File: src/rtl/verif_pkg.sv
// Shared verification-infrastructure constants and types for the run sequencer.
package verif_pkg;

  // Time base: SYS_PERIOD is the system clock period in NS units.
  localparam int NS                 = 1;
  localparam int US                 = 1000 * NS;
  localparam int SYS_PERIOD         = 10 * NS;

  // Loop and timing defaults.
  localparam int DEF_MAX_LOOP_COUNT = 3;
  localparam int DEF_HB_CYCLES      = US / SYS_PERIOD;
  localparam int DEF_TIMEOUT_CYCLES = 1000;

  typedef enum logic [2:0] {
    ST_IDLE,
    ST_LAUNCH,
    ST_WAIT,
    ST_CHECK,
    ST_FINISH
  } seq_state_e;

  // 8-bit increment that sticks at 255.
  function automatic logic [7:0] sat_inc8(input logic [7:0] v);
    return (v == 8'hFF) ? v : v + 8'd1;
  endfunction

endpackage

File: src/rtl/heartbeat_gen.sv
// Free-running square-wave divider: toggles every HB_CYCLES clocks.
module heartbeat_gen
  import verif_pkg::*;
#(
  parameter int HB_CYCLES = DEF_HB_CYCLES,
  parameter bit ENABLE    = 1'b1
) (
  input  logic clk,
  input  logic rst_n,
  output logic heartbeat_o
);

  localparam int CW = (HB_CYCLES > 1) ? $clog2(HB_CYCLES) : 1;
  localparam logic [CW-1:0] LAST = CW'(HB_CYCLES - 1);

  generate
    if (ENABLE) begin : g_en
      logic [CW-1:0] cnt;
      // Count HB_CYCLES clocks, flip the output on the last one.
      always_ff @(posedge clk or negedge rst_n) begin
        if (!rst_n) begin
          cnt         <= '0;
          heartbeat_o <= 1'b0;
        end else if (cnt == LAST) begin
          cnt         <= '0;
          heartbeat_o <= ~heartbeat_o;
        end else begin
          cnt <= cnt + 1'b1;
        end
      end
    end else begin : g_dis
      assign heartbeat_o = 1'b0;
    end
  endgenerate

endmodule

File: src/rtl/run_sequencer.sv
// Run sequencer: launches MAX_LOOP_COUNT DUT loops, collects verdicts,
// guards each loop with a done watchdog and reports a run-level result.
module run_sequencer
  import verif_pkg::*;
#(
  parameter int MAX_LOOP_COUNT = DEF_MAX_LOOP_COUNT,
  parameter bit STOP_AT_ERROR  = 1'b0,
  parameter bit HEART_BEAT     = 1'b1,
  parameter int HB_CYCLES      = DEF_HB_CYCLES,
  parameter int TIMEOUT_CYCLES = DEF_TIMEOUT_CYCLES
) (
  input  logic       clk,
  input  logic       rst_n,
  input  logic       start_i,
  input  logic       abort_i,
  output logic       dut_start_o,
  input  logic       dut_done_i,
  input  logic       dut_pass_i,
  output logic       busy_o,
  output logic [7:0] loop_idx_o,
  output logic [7:0] err_cnt_o,
  output logic       run_done_o,
  output logic       run_pass_o,
  output logic       timeout_o,
  output logic       heartbeat_o
);

  localparam int WDW = $clog2(TIMEOUT_CYCLES);
  localparam logic [WDW-1:0] LAST_WD  = WDW'(TIMEOUT_CYCLES - 1);
  localparam logic [7:0]     LAST_IDX = 8'(MAX_LOOP_COUNT - 1);

  seq_state_e     state;
  logic [WDW-1:0] wd;
  logic           pass_q;
  logic [7:0]     err_nxt;

  // Error count as it will stand after the loop in CHECK is accounted.
  always_comb begin
    err_nxt = pass_q ? err_cnt_o : sat_inc8(err_cnt_o);
  end

  // Sequencer FSM; every output is a register updated on the transition.
  always_ff @(posedge clk or negedge rst_n) begin
    if (!rst_n) begin
      state       <= ST_IDLE;
      wd          <= '0;
      pass_q      <= 1'b0;
      dut_start_o <= 1'b0;
      busy_o      <= 1'b0;
      loop_idx_o  <= '0;
      err_cnt_o   <= '0;
      run_done_o  <= 1'b0;
      run_pass_o  <= 1'b0;
      timeout_o   <= 1'b0;
    end else begin
      dut_start_o <= 1'b0;
      run_done_o  <= 1'b0;
      case (state)
        ST_IDLE: begin
          if (start_i) begin
            state       <= ST_LAUNCH;
            dut_start_o <= 1'b1;
            busy_o      <= 1'b1;
            loop_idx_o  <= '0;
            err_cnt_o   <= '0;
            run_pass_o  <= 1'b0;
            timeout_o   <= 1'b0;
          end
        end
        ST_LAUNCH: begin
          wd <= '0;
          if (abort_i) begin
            state      <= ST_FINISH;
            run_done_o <= 1'b1;
            run_pass_o <= 1'b0;
          end else begin
            state <= ST_WAIT;
          end
        end
        ST_WAIT: begin
          // Abort beats done, done beats the watchdog.
          if (abort_i) begin
            state      <= ST_FINISH;
            run_done_o <= 1'b1;
            run_pass_o <= 1'b0;
          end else if (dut_done_i) begin
            state  <= ST_CHECK;
            pass_q <= dut_pass_i;
          end else if (wd == LAST_WD) begin
            state      <= ST_FINISH;
            timeout_o  <= 1'b1;
            run_done_o <= 1'b1;
            run_pass_o <= 1'b0;
          end else begin
            wd <= wd + 1'b1;
          end
        end
        ST_CHECK: begin
          if (abort_i) begin
            state      <= ST_FINISH;
            run_done_o <= 1'b1;
            run_pass_o <= 1'b0;
          end else begin
            err_cnt_o <= err_nxt;
            if ((!pass_q && STOP_AT_ERROR) || (loop_idx_o == LAST_IDX)) begin
              state      <= ST_FINISH;
              run_done_o <= 1'b1;
              run_pass_o <= (err_nxt == 8'd0);
            end else begin
              state       <= ST_LAUNCH;
              dut_start_o <= 1'b1;
              loop_idx_o  <= loop_idx_o + 8'd1;
            end
          end
        end
        ST_FINISH: begin
          state  <= ST_IDLE;
          busy_o <= 1'b0;
        end
        default: begin
          state  <= ST_IDLE;
          busy_o <= 1'b0;
        end
      endcase
    end
  end

  heartbeat_gen #(
    .HB_CYCLES (HB_CYCLES),
    .ENABLE    (HEART_BEAT)
  ) u_hb (
    .clk         (clk),
    .rst_n       (rst_n),
    .heartbeat_o (heartbeat_o)
  );

endmodule

File: config.mk
export PLATFORM = sky130hd
export DESIGN_NAME = run_sequencer
export DESIGN_NICKNAME = d
export VERILOG_FILES = /design/src/rtl/verif_pkg.sv /design/src/rtl/heartbeat_gen.sv /design/src/rtl/run_sequencer.sv
export SDC_FILE = /design/constraint.sdc
export NUM_CORES = 1
export LEC_CHECK = 0
export ABC_AREA = 1
export CAP_MARGIN = 20
export CORE_MARGIN = 3
export CORE_UTILIZATION = 45
export DETAILED_ROUTE_END_ITERATION = 10
export GPL_TIMING_DRIVEN = 0
export PLACE_DENSITY = 0.76
export SYNTH_ARGS = -nofsm -noshare
export SYNTH_HDL_FRONTEND = slang
export SYNTH_SLANG_ARGS = --single-unit
File: constraint.sdc
create_clock -name clk -period 1.6 [get_ports clk]
set_input_delay 0.48 -clock clk [delete_from_list [all_inputs] [get_ports clk]]
set_output_delay 0.48 -clock clk [all_outputs]
set_load 0.01 [all_outputs]
Figure 1. Wiring heat map (run 1).
Drawn at 4 px/µm. 16 x 16 tiles, from white (low) to dark blue (high), scaled to the fullest tile. Values are wire area over tile area, all layers added.
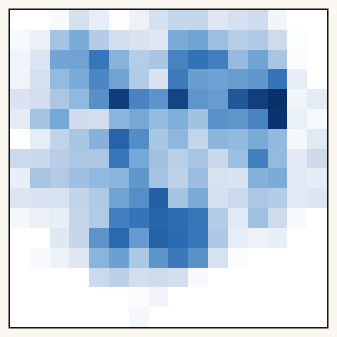
nearly empty tiles = 23%
emptiest ninth of the die = south-east
fullest tile = 0.51
via count: 2291
total track usage: 18.6%

Figure 2. Congestion heat map (run 1).
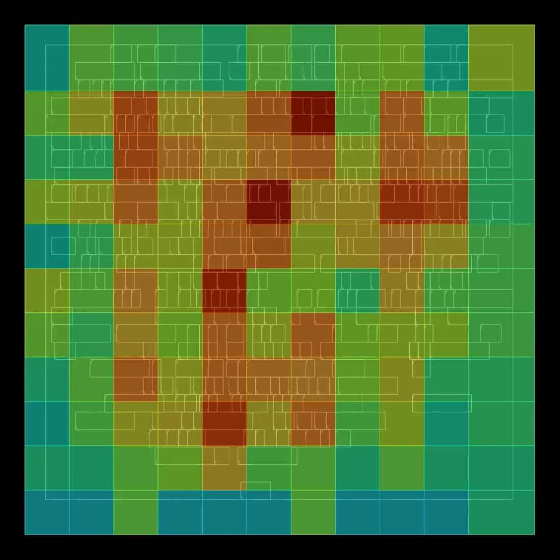
GR Layer Usage met1: 24.3%
post-route core utilization: 61.5%
met3 capacity usage during global routing: 3.51%
GR met2 Demand/Resource: 31.1%
drt wl/cell: 12.9 µm

Figure 3. Selected gate families (run 1).
Drawn at 4 px/µm.
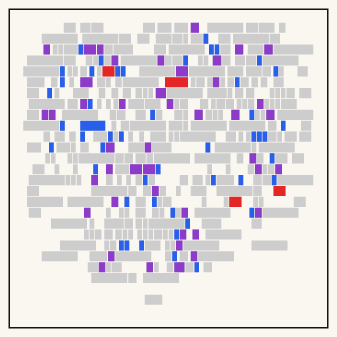
inv cells -> blue  # cells 48
xor and xnor cells -> red  # cells 4
aoi and oai cells -> purple  # cells 44
most frequent logic cell in the layout: sky130_fd_sc_hd__nand2_1
count of non-filler cells in the finished layout: 446

==> notes.org, run 1 <==
#+TITLE: Flow metrics

** Run status
- Status :: finished clean

** Cells and area
- The layout has around 470 filler cells.
- Per the cell usage report, the commonest logic cells after layout are sky130_fd_sc_hd__nand2_1 (64), sky130_fd_sc_hd__dfrtp_1 (43), sky130_fd_sc_hd__inv_1 (40).
- Number of inserted diodes :: 0
- Share of cells above drive strength 1 :: 21.8%
- Area of all placed cells without fillers :: 0.00316 mm²
- From synthesis to final layout, the design area changed by 30.9%.
- The finished design was reported to have a net count of slightly below 400.

** Clock tree
- Total clock sinks :: ~43
- CTS H-tree depth :: 2
- Number of setup buffers added after CTS :: 16
- Clock latency at the later pin of the worst-skew pair :: between 0.3 and 0.4 ns
- Clock-pin slew was measured on the worst setup and hold paths at around 0.09 ns.
- Max Root-Sink Buffers :: 2
- After clock tree synthesis, the repair step resized 26 gates.
- The cell sitting at the root of the clock tree is a sky130_fd_sc_hd__clkbuf_8.
- For this design, the CTS-stage hold fixing added 0 buffers.
- Num CTS Buffers :: 5
- TritonCTS built the clock tree.

** Flow run
- The number of warnings reported in the stage logs is 28.
- Max-cap violation count :: 0

** Logic synthesis
- Sequential cells were found to cover 44.6% of the synthesized design area.
- Post-Synthesis Mean Instance Area :: around 7.6 µm²
- Synthesized Nets :: roughly 330
- Post-synth cell types :: 32
- After synthesis, the cell types taking the most area are sky130_fd_sc_hd__dfrtp_1 (45%), sky130_fd_sc_hd__nand2_1 (11%), sky130_fd_sc_hd__inv_1 (7.0%), sky130_fd_sc_hd__nor2_1 (5.3%), sky130_fd_sc_hd__nand3_1 (5.0%).
- According to the Yosys statistics, the synthesized design has a chip area of roughly 0.0024 mm².
- Post-synthesis cell area :: roughly 0.0024 mm²
- Of all cell types, the one taking the most synthesized area is sky130_fd_sc_hd__dfrtp_1.
- The synthesized netlist was found by Yosys to have between 300 and 400 cells.
- The area fraction of the largest cell type after synthesis is 44.6%.
- Yosys reported a register bit count of roughly 43.
- The cell count after synthesis came out at approximately 320.
- Ys Warns :: 0

** GRT
- The number of global-route vias before repair came to ~2200.
- Total gr overflow :: 0
- Initial antenna violation count :: 0
- The first global-routing pass estimated approximately 9400 µm of wire.
- Largest net degree at the start of global routing :: 23

** Routing
- The first routing iteration left between 100 and 150 violations.
- Via density per instance :: approximately 5
- Count of antenna-violating nets left after detailed routing :: 0
- Total detailed-routing wirelength :: 5760 µm
- Before antenna repair, the detailed router went through 5 iterations.
- Remaining design rule violation count :: 0

** Place
- The placed instances occupy a cell area of between 0.002 and 0.003 mm².
- Placed cell count :: ~420
- Half-perimeter wire length of the detailed placement result :: 3830 µm
- Port buffering added 27 buffers.
- The pre-CTS setup check shows a worst slack of -0.353 ns.
- Routability-driven placement finished with a final weighted congestion of 0.839.

** STA
- Count of endpoints failing setup in the final report :: 0
- In the finished design, the share of the clock period the worst path needs comes to between 90 and 100%.
- In the post-route analysis, the smallest setup slack over all paths is ~0.02 ns.
- Setup TNS :: 0 ns
- Highest Clock Rate :: between 600 and 700 MHz
- Unrepaired setup endpoints after global routing :: yes
- Max-slew violation count :: 0
- Slew of the pin with the lowest slew margin :: roughly 0.54 ns
- Final Critical Period :: between 1.5 and 2 ns
- Per the final timing report, the hold violations number 0.
- Final hold analysis gives a worst-case slack of around 0.14 ns.
- Setup skew after layout :: around 0.016 ns
- Per the slew report, the remaining headroom to the max-slew limit stands at ~64%.

** Setup path
- Per STA, the worst path accumulates the most delay in the family buffers and inverters.
- The worst setup path is launched from a primary input.
- STA classifies the critical path endpoint as a flop.
- At the worst endpoint, the required time is approximately 1.8 ns.
- Cell chain of the critical path :: clkdlybuf4s50_1, nand2_1, o21ai_0, nor2_4, nand3_2, nor2_2, nand2_1, nand2_1
- Looking at the reg2reg group, the worst path starts from err_cnt_o[0].
- STA lists the maximum fanout along the critical path as 4.
- Startpoint of the most critical setup path :: dut_done_i
- Path type of the worst setup path :: in -> reg
- Data arrival, critical path :: roughly 1.8 ns
- Counting both buffers and inverters, the worst setup path holds a total of 1.
- In this design, the critical path's most frequently occurring cell is sky130_fd_sc_hd__nand2_1.
- Slowest cell on the critical path :: sky130_fd_sc_hd__clkdlybuf4s50_1
- Per STA, the highest per-stage delay on the worst path measures roughly 0.58 ns.

** Pwr
- The script extracted a total leakage power of about 1.6 nW.
- Cell area power density :: about 1100 mW/mm²
- The analysis reports a worst IR drop on VDD of about 0.00052 V.
- Power consumption :: between 3 and 4 mW

** Floorplanning
- The total area inside the core boundary comes to slightly above 0.005 mm².
- The floorplan step set the die width to between 70 and 80 µm.
- Floorplan core density :: ~47%
- According to the floorplan log, the row count is 26.
- Vertical die dimension :: 79.3 µm
- The die covers between 0.006 and 0.007 mm².
- I/O pins :: 28

** Worst hold path
- Worst hold path class :: in -> async
run 1: area by class of cell:
type	count	area [µm²]	share of cell area [%]
Tap cell	70	87.6	2.77
Clock buffer	7	76.3	2.41
Sequential cell	43	1080	34.0
Clock inverter	1	5.00	0.158
Buffer	3	21.3	0.673
Multi-Input combinational cell	223	1250	39.5
Inverter	48	194	6.14
Timing Repair Buffer	51	450	14.3
run 1: kinds of logic after synthesis:
kind of cell    after synthesis  synth area share, %
simple gates                169                 31.8
buf+inv                      52                 9.07
compound gates               45                 10.5
flops                        43                 44.6
fa+ha+maj                     5                 2.59
xor+xnor                      4                 1.45
run 1: per-layer routing:
layer | part of all wire (%) | GRT usage [%] | vias to the layer above
li1 | - | - | 1159
met1 | 45 | 24.3 | 1069
met2 | 49 | 31.1 | 51
met3 | 3.8 | 3.51 | 12
met4 | 1.9 | 6.19 | 0
met5 | 0 | 0 | -
run 1: power by group:
| group | internal (mW) | switching, mW |
|---|---|---|
| Combinational | 0.562 | 0.849 |
| Clock | 0.307 | 0.381 |
| Sequential | 1.20 | 0.0940 |
| Total | 2.07 | 1.32 |
run 1: worst paths after layout:
check	slack, ns	end	cells past startpoint
worst max-delay path	0.02	run_pass_o	8
worst min-delay path	0.14	err_cnt_o[4]	1
worst max register to register	0.03	run_pass_o	13
worst min register to register	0.47	u_hb.heartbeat_o	1
max in group asynchronous	0.94	loop_idx_o[3]	2
min in group clk	0.47	u_hb.heartbeat_o	1
run 1: cells in the mapped netlist:
cell type / n
sky130_fd_sc_hd__a21oi_1: 7
sky130_fd_sc_hd__a31oi_1: 1
sky130_fd_sc_hd__and2_1: 1
sky130_fd_sc_hd__buf_2: 2
sky130_fd_sc_hd__buf_6: 1
sky130_fd_sc_hd__bufinv_8: 1
sky130_fd_sc_hd__clkbuf_1: 1
sky130_fd_sc_hd__dfrtp_1: 43
sky130_fd_sc_hd__ha_1: 5
sky130_fd_sc_hd__inv_1: 45
sky130_fd_sc_hd__inv_2: 2
sky130_fd_sc_hd__nand2_1: 73
sky130_fd_sc_hd__nand2_2: 3
sky130_fd_sc_hd__nand2_4: 2
sky130_fd_sc_hd__nand3_1: 24
sky130_fd_sc_hd__nand3_2: 1
sky130_fd_sc_hd__nand4_1: 14
sky130_fd_sc_hd__nor2_1: 34
sky130_fd_sc_hd__nor2_2: 3
sky130_fd_sc_hd__nor2_4: 1
sky130_fd_sc_hd__nor3_1: 9
sky130_fd_sc_hd__nor3b_1: 1
sky130_fd_sc_hd__nor4_1: 2
sky130_fd_sc_hd__o21a_1: 1
sky130_fd_sc_hd__o21ai_0: 19
sky130_fd_sc_hd__o21ai_1: 5
sky130_fd_sc_hd__o21ai_2: 3
sky130_fd_sc_hd__o21bai_1: 2
sky130_fd_sc_hd__o22ai_1: 7
sky130_fd_sc_hd__or2_2: 1
sky130_fd_sc_hd__xnor2_1: 1
sky130_fd_sc_hd__xor2_1: 3
run 1: flip-flops by register name, indices dropped and copies added, names as in the netlist:
signal	flops
state	3
timeout_o	1
dut_start_o	1
wd	10
u_hb.heartbeat_o	1
run_done_o	1
busy_o	1
loop_idx_o	8
u_hb.g_en.cnt	7
err_cnt_o	8
pass_q	1
run_pass_o	1
==> run 2: changes to the inputs <==
- CAP_MARGIN: 20 -> default
- CORE_MARGIN: 3 -> default
Figure 4. Selected gate families (run 2).
Drawn at 4 px/µm.
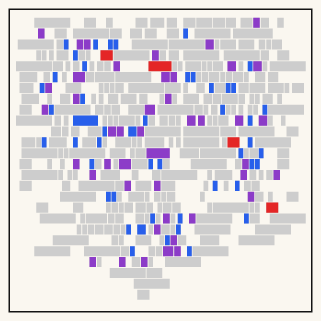
inv cells -> blue  # cells 48
xor and xnor cells -> red  # cells 4
aoi and oai cells -> purple  # cells 44
count of non-filler cells in the finished layout: 449
share of cell area taken by multi-input logic gates: 39.3%

==> notes.org, run 2 <==
#+TITLE: Flow metrics

** Cells and area
- Final-layout fill cell count :: 468 (was 472)
- Storage element area :: 0.00108 mm² (unchanged)
- Share of cells above drive strength 1 :: 21.1% (was 21.8%)
- Biggest register :: wd (unchanged)
- The core occupancy in the finished layout was 62.4% (was 61.5%).
- The area growth from synthesis to layout came to 32.8% (was 30.9%).
- Nets@finish :: 389 (was 386)
- The count of inserted antenna diode cells is 0 (unchanged).
- Largest register FFs :: 10 (unchanged)
- Most used cells in the layout excluding fill and tap cells: sky130_fd_sc_hd__nand2_1 (64), sky130_fd_sc_hd__dfrtp_1 (43), sky130_fd_sc_hd__inv_1 (41) (was sky130_fd_sc_hd__nand2_1 (64), sky130_fd_sc_hd__dfrtp_1 (43), sky130_fd_sc_hd__inv_1 (40)).

** Place
- Half-perimeter wire length of the detailed placement result :: 3760 µm (was 3830 µm)
- Worst setup slack before clock tree synthesis :: -0.381 ns (was -0.353 ns)
- Port Buffers :: 27 (unchanged)
- The placer congestion estimate was 0.849 (was 0.839).

** STA
- The slack of the critical path was -0.0769 ns (was 0.0201 ns).
- Final critical-path share of the clock period :: 105% (was 98.7%)
- Unrepaired setup endpoints after global routing :: yes (unchanged)
- Highest Clock Rate :: 596 MHz (was 633 MHz)
- Count of endpoints failing setup in the final report :: 1 (was 0)
- Setup skew after layout :: 0.00927 ns (was 0.0164 ns)
- The worst hold slack after final layout was 0.145 ns (was 0.142 ns).
- The shortest clock period the worst path allows after layout is 1.68 ns (was 1.58 ns).
- Slew of the pin with the lowest slew margin :: 0.514 ns (was 0.542 ns)
- Worst rel slew slack :: 65.7% (was 63.9%)
- Max-slew violation count :: 0 (unchanged)

** Logic synthesis
- The most numerous cell in the Yosys netlist is sky130_fd_sc_hd__nand2_1 (unchanged).
- The portion of the post-synthesis area used by sequential elements was 44.6% (unchanged).
- Instance tally after logic synthesis :: 318 (unchanged)
- The dominant register cell was sky130_fd_sc_hd__dfrtp_1 (unchanged).
- Post-Synthesis Mean Instance Area :: 7.59 µm² (unchanged)
- Most frequent cells after synthesis :: sky130_fd_sc_hd__nand2_1 (73), sky130_fd_sc_hd__inv_1 (45), sky130_fd_sc_hd__dfrtp_1 (43), sky130_fd_sc_hd__nor2_1 (34), sky130_fd_sc_hd__nand3_1 (24) (unchanged)
- The net count after synthesis is 329 (unchanged).
- The cell count in the Yosys report was 318 (unchanged).
- Registers, synthesis :: 43 (unchanged)
- Post-synthesis cell area :: 0.00241 mm² (unchanged)
- The yosys synthesis warning count was 0 (unchanged).
- Fraction of registers with async set/reset :: 100% (unchanged)
- The cell type with the largest total area is sky130_fd_sc_hd__dfrtp_1 (unchanged).

** Routing
- The detailed-route wire length per cell is 13.2 µm (was 12.9 µm).
- Via count :: 2357 (was 2291)
- The total wire length is 5930 µm (was 5760 µm).
- The residual DRC count was 0 (unchanged).
- Starting DRT DRC Count :: 184 (was 149)
- The ratio of routed vias to standard cells is 5.25 (was 5.14).

** Clock tree
- The register clock-pin slew on the reported worst setup and hold paths was 0.08 ns (was 0.09 ns).
- The clock latency reported for the late side of the worst-skew pair is 0.29 ns (was 0.31 ns).
- The CTS tree is built (unchanged).
- Clk root buf :: sky130_fd_sc_hd__clkbuf_8 (unchanged)
- CTS H-tree depth :: 2 (unchanged)
- The number of clock buffers inserted by TritonCTS was 5 (unchanged).
- The total number of clock tree sinks was 43 (unchanged).
- The number of buffers on the longest clock path was 2 (unchanged).

** Pwr
- The static leakage was 1.62 nW (was 1.60 nW).
- The largest vdd supply drop was 0.000723 V (was 0.000523 V).

** Setup path
- Nature of the critical path endpoint :: flop (unchanged)
- Path type of the worst setup path :: reg -> reg (was in -> reg)
- Crit Path Max Fanout :: 3 (was 4)
- Data arrival, critical path :: 1.92 ns (was 1.79 ns)
- The required arrival time at the worst endpoint came to 1.84 ns (was 1.81 ns).

** Floorplanning
- Vertical die dimension :: 75.3 µm (was 79.3 µm)
- Floorplan Core Area :: 0.00514 mm² (unchanged)
- Total Die Area :: 0.00566 mm² (was 0.00628 mm²)
- Die extent in x :: 75.3 µm (was 79.3 µm)
- The count of standard-cell rows was 26 (unchanged).
- I/O pins :: 28 (unchanged)
- Floorplan core density :: 47.0% (unchanged)

** GRT
- The final global-route overflow total is 0 (unchanged).
- Vias in the first global route :: 2122 (was 2156)
- The wire length of the first global-routing pass came to 9120 µm (was 9450 µm).
- Initial antenna violation count :: 0 (unchanged)
- Largest net degree at the start of global routing :: 24 (was 23)

** Flow run
- OpenROAD warning count :: 29 (was 28)
- Max-cap violation count :: 0 (unchanged)

** Worst hold path
- Worst hold path class :: in -> async (unchanged)

** Run status
- The final reports fail on setup timing.
- Status :: finished with violations (was finished clean)
[run 2: critical path, cell delays in order (launching register included)]
cell and delay, ns:
sky130_fd_sc_hd__dfrtp_1 0.39, sky130_fd_sc_hd__buf_6 0.12, sky130_fd_sc_hd__ha_4 0.14, sky130_fd_sc_hd__nand2_4 0.06, sky130_fd_sc_hd__buf_4 0.12, sky130_fd_sc_hd__buf_4 0.11, sky130_fd_sc_hd__inv_1 0.07, sky130_fd_sc_hd__nand4_1 0.10
sky130_fd_sc_hd__nand2_1 0.11, sky130_fd_sc_hd__nand4_1 0.10, sky130_fd_sc_hd__nor2_1 0.14, sky130_fd_sc_hd__nand2_1 0.08, sky130_fd_sc_hd__nand2_1 0.06
[run 2: path summary, 6_finish.rpt]
check	startpoint	to	slack, ns	cells after the start
min	rst_n	err_cnt_o[4]	0.15	1
min reg2reg	u_hb.g_en.cnt[0]	u_hb.g_en.cnt[0]	0.46	1
max in group asynchronous	rst_n	wd[9]	0.96	2
max reg2reg	err_cnt_o[0]	run_pass_o	-0.08	12
max	err_cnt_o[0]	run_pass_o	-0.08	12
min in group clk	u_hb.g_en.cnt[0]	u_hb.g_en.cnt[0]	0.46	1
[run 2: cells by family (layout without fill, tap and decap cells)]
| family | Yosys count | in the layout | synth area share, % |
|---|---|---|---|
| flops | 43 | 43 | 44.6 |
| xor+xnor | 4 | 4 | 1.45 |
| buf+inv | 52 | 113 | 9.07 |
| fa+ha+maj | 5 | 5 | 2.59 |
| simple gates | 169 | 169 | 31.8 |
| compound gates | 45 | 45 | 10.5 |
[run 2: power breakdown]
part           total [mW]  switching, mW  internal, mW  leakage (nW)
registers            1.30          0.103          1.20         0.577
logic                1.50          0.876         0.622         0.999
clock network       0.669          0.362         0.307        0.0422
total                3.47           1.34          2.13          1.62
[run 2: cell type report]
class,count,share of cell area (%)
Multi-Input combinational cell,223,39.3
Sequential cell,43,33.6
Timing Repair Buffer,53,14.9
Inverter,48,6.20
Tap cell,70,2.73
Clock buffer,7,2.38
Buffer,4,0.780
Clock inverter,1,0.156
[run 2: per-stage QoR]
stage               instance area (µm²)  std cells  power [mW]  TNS (ns)
floorplan                          2410        318        2.08         0
global placement                   2770        415        2.40    -57.15
detailed placement                 2800        416        2.44     -8.44
CTS                                3010        441        3.18  -0.00272
global route                       3210        449        3.69    -0.777
finish                             3210        449        3.47   -0.0769
[run 2: routing by layer]
metal / track usage (%) / vias up / share of wire (%)
met5: 0 / - / 0
met4: 8.02 / 0 / 2.0
met3: 4.82 / 10 / 4.0
met2: 35.4 / 69 / 49
met1: 27.2 / 1116 / 45
li1: - / 1162 / -
[run 2: timing repair]
action,CTS,global route
pin swaps,9,17
resized,36,45
setup endpoints to repair,36,27
cloned,0,1
hold buffers,0,0
hold endpoints to repair,0,0
setup buffers,17,7
Power figures rest on the tool's default switching activity, not on a simulated workload.
